===== src/rtl/keccak_squeeze.sv =====
// Squeeze-side reader for Keccak-f[1600]: streams the rate lanes of the permuted
// state as 64-bit words and requests another permutation when the rate runs out.
module keccak_squeeze #(
  parameter int RATE_LANES = 21,
  parameter int CNT_W      = 16
) (
  input  logic                 clk,
  input  logic                 rstn,
  input  logic                 sq_start,
  input  logic [CNT_W-1:0]     sq_nwords,
  input  logic [24:0][63:0]    state_in,
  output logic                 perm_start,
  input  logic                 perm_done,
  output logic [63:0]          out_data,
  output logic                 out_valid,
  input  logic                 out_ready,
  output logic                 out_last,
  output logic                 sq_done,
  output logic                 busy,
  output logic [1:0]           dbg_state
);

  localparam int LANE_W = (RATE_LANES > 1) ? $clog2(RATE_LANES) : 1;
  localparam logic [LANE_W-1:0] LAST_LANE = LANE_W'(RATE_LANES - 1);

  typedef enum logic [1:0] {
    S_IDLE      = 2'd0,
    S_STREAM    = 2'd1,
    S_PERM_REQ  = 2'd2,
    S_PERM_WAIT = 2'd3
  } state_e;

  state_e                          state_q, state_d;
  logic [LANE_W-1:0]               lane_q, lane_d;
  logic [CNT_W-1:0]                rem_q, rem_d;
  logic [RATE_LANES-1:0][63:0]     buf_q, buf_d;
  logic                            sq_done_q, sq_done_d;
  logic                            cap_unused;

  // Capacity lanes are deliberately never read into the buffer.
  assign cap_unused = ^state_in[24:RATE_LANES];

  // Output handshake: a word transfers on a rising edge where out_valid and
  // out_ready are both high; while valid is high and ready low, out_data and
  // out_last hold their values, and valid never drops without a transfer.
  assign out_valid  = (state_q == S_STREAM);
  assign out_data   = out_valid ? buf_q[lane_q] : 64'd0;
  assign out_last   = out_valid && (rem_q == CNT_W'(1));
  assign perm_start = (state_q == S_PERM_REQ);
  assign sq_done    = sq_done_q;
  assign busy       = (state_q != S_IDLE);
  assign dbg_state  = state_q;

  always_comb begin
    state_d   = state_q;
    lane_d    = lane_q;
    rem_d     = rem_q;
    buf_d     = buf_q;
    sq_done_d = 1'b0;
    case (state_q)
      S_IDLE: begin
        if (sq_start) begin
          if (sq_nwords != '0) begin
            for (int i = 0; i < RATE_LANES; i++) buf_d[i] = state_in[i];
            lane_d  = '0;
            rem_d   = sq_nwords;
            state_d = S_STREAM;
          end else begin
            sq_done_d = 1'b1;
          end
        end
      end
      S_STREAM: begin
        if (out_ready) begin
          if (rem_q != '0) rem_d = rem_q - CNT_W'(1);
          lane_d = lane_q + LANE_W'(1);
          if (rem_q == CNT_W'(1)) begin
            sq_done_d = 1'b1;
            lane_d    = '0;
            state_d   = S_IDLE;
          end else if (lane_q == LAST_LANE) begin
            // Rate exhausted with words still owed: squeeze another block.
            lane_d  = '0;
            state_d = S_PERM_REQ;
          end
        end
      end
      S_PERM_REQ: begin
        state_d = S_PERM_WAIT;
      end
      S_PERM_WAIT: begin
        if (perm_done) begin
          for (int i = 0; i < RATE_LANES; i++) buf_d[i] = state_in[i];
          lane_d  = '0;
          state_d = S_STREAM;
        end
      end
      default: state_d = S_IDLE;
    endcase
  end

  always_ff @(posedge clk or negedge rstn) begin
    if (!rstn) begin
      state_q   <= S_IDLE;
      lane_q    <= '0;
      rem_q     <= '0;
      buf_q     <= '0;
      sq_done_q <= 1'b0;
    end else begin
      state_q   <= state_d;
      lane_q    <= lane_d;
      rem_q     <= rem_d;
      buf_q     <= buf_d;
      sq_done_q <= sq_done_d;
    end
  end

endmodule

===== config.mk =====
export PLATFORM = sky130hd
export DESIGN_NAME = keccak_squeeze
export DESIGN_NICKNAME = d
export VERILOG_FILES = /design/src/rtl/keccak_squeeze.sv
export SDC_FILE = /design/constraint.sdc
export NUM_CORES = 2
export LEC_CHECK = 0
export ABC_AREA = 0
export CAP_MARGIN = 20
export CORE_AREA = 2 2 660 662
export CTS_CLUSTER_SIZE = 12
export DETAILED_ROUTE_END_ITERATION = 7
export DIE_AREA = 0 0 662 664
export PLACE_DENSITY = 0.44
export SLEW_MARGIN = 40
export SYNTH_ARGS = -nofsm -noshare
export SYNTH_HDL_FRONTEND = slang
export SYNTH_SLANG_ARGS = --single-unit

===== constraint.sdc =====
create_clock -name clk -period 2.78 [get_ports clk]
set_clock_uncertainty 0.15 [all_clocks]
set_input_delay 0.556 -clock clk [delete_from_list [all_inputs] [get_ports clk]]
set_output_delay 0.556 -clock clk [all_outputs]
set_load 0.005 [all_outputs]

==> changes_impl.md <==
### Changed

* Root Driver: clkbuf_16
* Final period utilization at 1.57
* Failing checks: setup timing
* Worst Path Buf+Inv at 8
* Top cell area share at 0.555
* Hold wc startpoint: state_in[809]
* CP endpoint kind: output pin
* Combinational power share at 0.544
* Nets@finish at 7701
* Synth Area per Inst at 16.2 um^2
* Post-synth ARST share at 1.00
* Critical Path RT at 2070 ps
* Post-Place Worst Slack at -1460 ps
* Critical path launch point: lane_q[0]
* R2r startpoint: dbg_state[0]
* Worst Reg-to-Reg Cells at 13
* Resize count post-CTS at 570
* Logic family by area: multiplexers
* Crit-path slowest cell: mux4_2
* TritonRoute pass-1 iters at 5
* Main flop type: dfrtp_1
* Setup Viol. Count Final at roughly 1300
* Tool warnings at 301
* Drt first-iter violations at around 3600
* Critical path class: flop to output pin
* Sw Ratio at 0.388
* Number of buffers created by CTS at roughly 190
* Number of clock sinks at 1368
* WL/cell at around 37 um
* Worst Hold Depth at 2
* CTS tree: built
* Relative slew margins at 0.499
* Port buffer count at about 1400
* Synth Register Bits at 1368
* Share of cells above drive strength 1 at 0.482
* Worst-path maximum fanout at 5
* Reg power frac at 0.276
* Max_cap viols at 0
* Worst VDD drop at 720 uV
* Final TNS setup at -286870 ps
* GP Congestion at 0.915
* Number of cell rows at 242
* Worst hold-check slack at 98.1 ps
* Yosys Chip Area at 0.0617 mm^2
* Cts hold-fix bufs at 89
* Most used cell, CP: buf_12
* Max stage delay on crit path at 550 ps
* GR Overflow Total at 0
* Endpoint, Worst Hold: buf_q[809]
* Arrival @ worst endpoint at 3650 ps
* Slew @ Worst Pin at 752 ps
* Top cells by area: dfrtp_1 (55%), mux2_2 (25%), mux4_2 (12%), mux2i_1 (2.1%), buf_2 (1.4%)
* Adder-Cell Fraction of Synth Area at 0.00182
* Postcts setup bufs at 122
* Dpl hpwl at 367000 um
* # DRC at 0
* Clock Tree Buf Depth at 4
* Internal at 84300 uW
* Area grow syn2layout at 65.0%
* FMAX at 230 MHz
* Most area-hungry cell type in the Yosys netlist: dfrtp_1
* Worst path cell trace: buf_12 > buf_16 > buf_12 > buf_16 > buf_12 > mux4_2 > mux2i_2 > buf_6 > o22a_1 > o21ai_1 > buf_4 > buf_6
* CP delay by family, top: buffers and inverters
* Largest net degree at the start of global routing at 108
* Pins Over Slew Limit at 0
* AO/OA Area Share at 0.0297
* Setup WS post-layout at -1580 ps
* Io pins at ~1700
* Syn nets at about 5400
* Fillers at 45127
* Initial Util at 0.143
* Vias at 47868
* Status: finished with violations
* Flop-to-flop setup slack at -330 ps
* MUX area fraction at 0.383
* XORs/XNORs by Area at 0
* Pwr per Cell Area at 1350 mW/mm^2
* Core area at 0.433 mm^2
* Post-synth EDFFs at 0
## cells in the mapped netlist, types with 2 or more instances
| cell type | instances |
|---|---|
| and2_1 | 4 |
| nand4_1 | 3 |
| o21ai_0 | 75 |
| dfrtp_1 | 1368 |
| mux4_2 | 320 |
| buf_6 | 4 |
| nand4b_1 | 2 |
| a211o_1 | 3 |
| o211ai_1 | 2 |
| a22oi_1 | 65 |
| nand3b_1 | 2 |
| or4_4 | 3 |
| buf_1 | 16 |
| o22a_1 | 65 |
| nor4_1 | 5 |
| nor2b_1 | 3 |
| a221o_1 | 3 |
| clkbuf_1 | 81 |
| a21oi_1 | 3 |
| inv_1 | 14 |
| nand2_1 | 16 |
| buf_2 | 175 |
| or3b_2 | 4 |
| o221ai_1 | 3 |
| nor3b_1 | 2 |
| mux2i_1 | 132 |
| nor3_1 | 8 |
| or3_2 | 2 |
| ha_1 | 9 |
| o31ai_1 | 7 |
| a32o_1 | 3 |
| or2_2 | 2 |
| nor2_1 | 12 |
| o32ai_1 | 3 |
| mux2_2 | 1344 |
| nand3_1 | 6 |
| or4_1 | 3 |
| nor4b_1 | 3 |
| or3_1 | 3 |
| and3_1 | 2 |
## area by class of cell
class / instances / share of cell area
clock buffers: 270 / 0.0531
well taps: 5734 / 0.0704
diodes: 132 / 0.00324
inverters: 15 / 0.000675
multi-input cells: 2145 / 0.276
clock inverters: 70 / 0.00825
repair buffers: 2355 / 0.253
flip-flops and latches: 1368 / 0.336
## state kept, by name, indices dropped and copies added, names as in the netlist
register and count:
lane_q 5, buf_q 1344, rem_q 16, dbg_state 2, sq_done 1
## per-stage QoR
| stage | instances | area, um^2 |
|---|---|---|
| after CTS | 11848 | 98700 |
| after global routing | 12020 | 102000 |
| after floorplan | 3805 | 61700 |
| after global placement | 11267 | 87900 |
| after detailed placement | 11267 | 87900 |
| final | 12089 | 102000 |
## routing by layer
metal	up-vias	wire [um]	global-route usage
met5	-	1450	0
met1	25204	174000	0.231
met3	906	47700	0.0810
met2	2293	205000	0.307
met4	228	21400	0.0850
li1	19237	-	-
## how the worst max path moves through the flow
stage	endpoint	slack, ps	cells after the start
after CTS	out_data[13]	-1720	10
after global placement	out_data[21]	-1540	8
after floorplan	out_data[0]	10	6
after global routing	out_data[49]	-1640	12
final	out_data[49]	-1580	12
after detailed placement	out_data[32]	-1460	8
## cells in the final DEF, fill, tap and decap left out, types with 22 or more instances in the layout
cell             instances
mux2i_1                 97
clkbuf_16              219
clkdlybuf4s50_1       1366
clkbuf_8                44
buf_6                  113
clkinv_2                30
mux2i_4                 27
diode_2                132
buf_16                  56
mux4_2                 320
mux2_2                1072
o21ai_2                 27
a22oi_1                 50
buf_12                 164
o22a_1                  50
dfrtp_1               1366
buf_2                   27
o21ai_1                 22
buf_8                   37
buf_4                  460
mux2_4                 272
clkbuf_1                40
dlygate4sd3_1           88
## power by group through the flow
| stage | Combinational, uW | Clock [uW] | Sequential, uW |
|---|---|---|---|
| floorplan | 30400 | 0 | 33700 |
| global placement | 63800 | 0 | 37700 |
| detailed placement | 64200 | 0 | 37900 |
| CTS | 71800 | 25600 | 37700 |
| global route | 78500 | 26400 | 38900 |
| finish | 74900 | 24900 | 38000 |
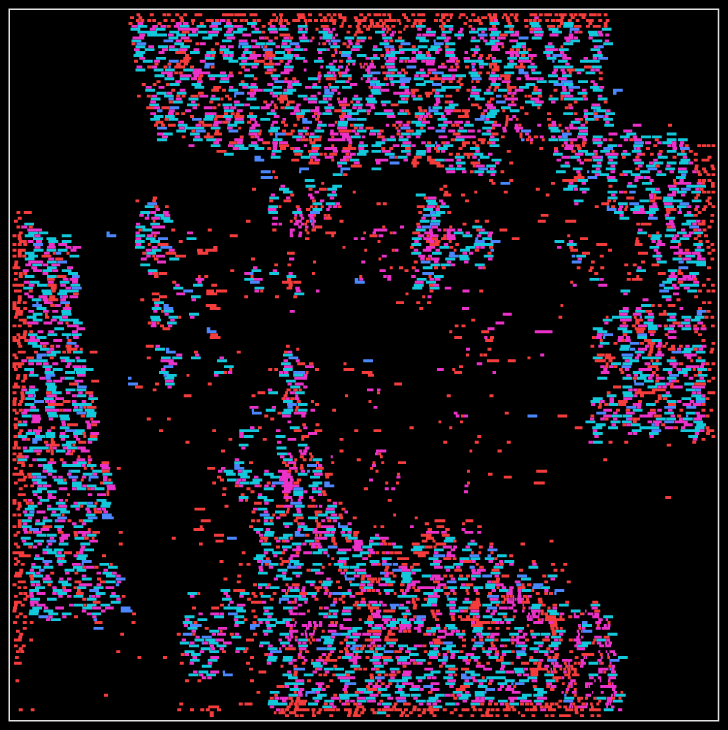
Fig. 1. Placed cells, one color a class.
legend:
  blue:
    class: clock drivers and dummy loads
    cells: 340
    share_of_their_area: 6.6%
  red:
    class: other buffers and delay cells
    cells: 2355
    share_of_their_area: 27%
  magenta:
    class: all other logic
    cells: 2160
    share_of_their_area: 30%
  cyan:
    class: flip-flops
    cells: 1368
    share_of_their_area: 36%

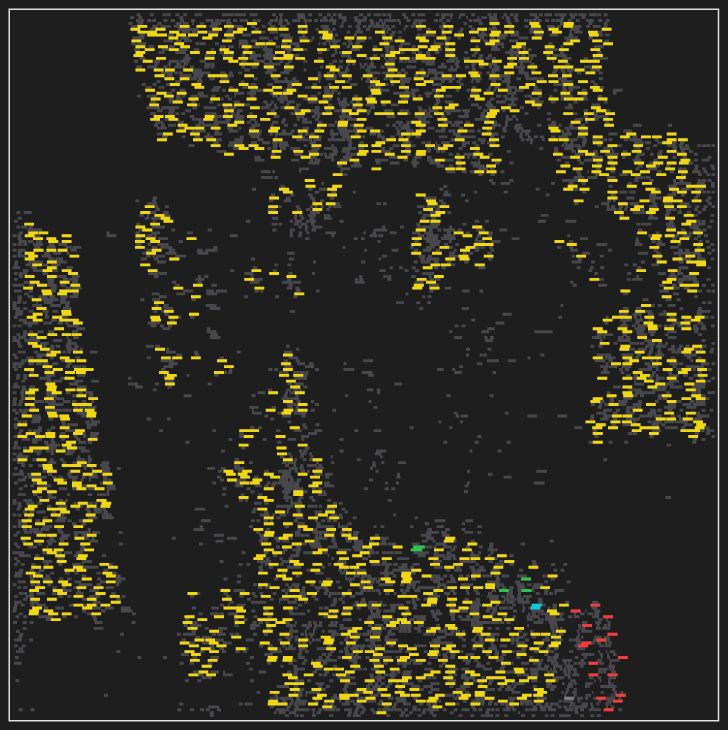
Fig. 2. Register map, names as in the netlist.
Other sequential cells in the stronger gray, the rest of the logic in the fainter gray.
legend:
  green:
    signal: `lane_q`
    sequential_cells: 5
  cyan:
    signal: `dbg_state`
    sequential_cells: 2
  yellow:
    signal: `buf_q`
    sequential_cells: 1344
    where: spread over the die
  red:
    signal: `rem_q`
    sequential_cells: 16
    where: bottom right
not colored: 1
Seq. cell area: 0.0342 mm^2
sequential cell power: 38000 uW
fin util: 0.235
Seq area share: 0.336

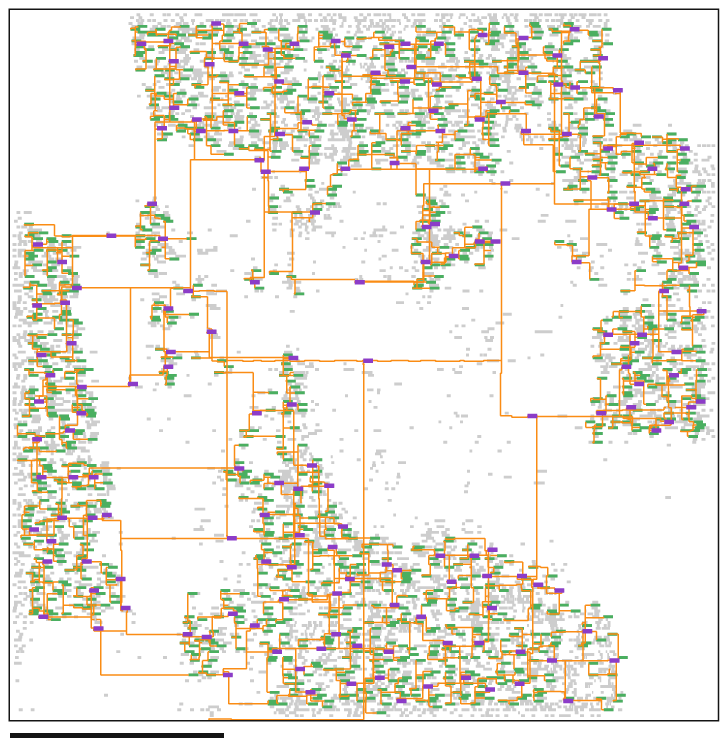
Fig. 3. Routed clock nets over the placement.
The bar under the picture is 200 um long.
legend:
  orange:
    item: clock wires
    length: 25.1 mm
  purple:
    item: cells driving clock nets
    count: 186
  green:
    item: flip-flops
    count: 1368
flops lie: spread over the die
Clock Power: 24900 uW
Clk pwr share: 0.181
Clock Latency Late Sink: 850 ps

Power figures rest on the tool's default switching activity, not on a simulated workload.
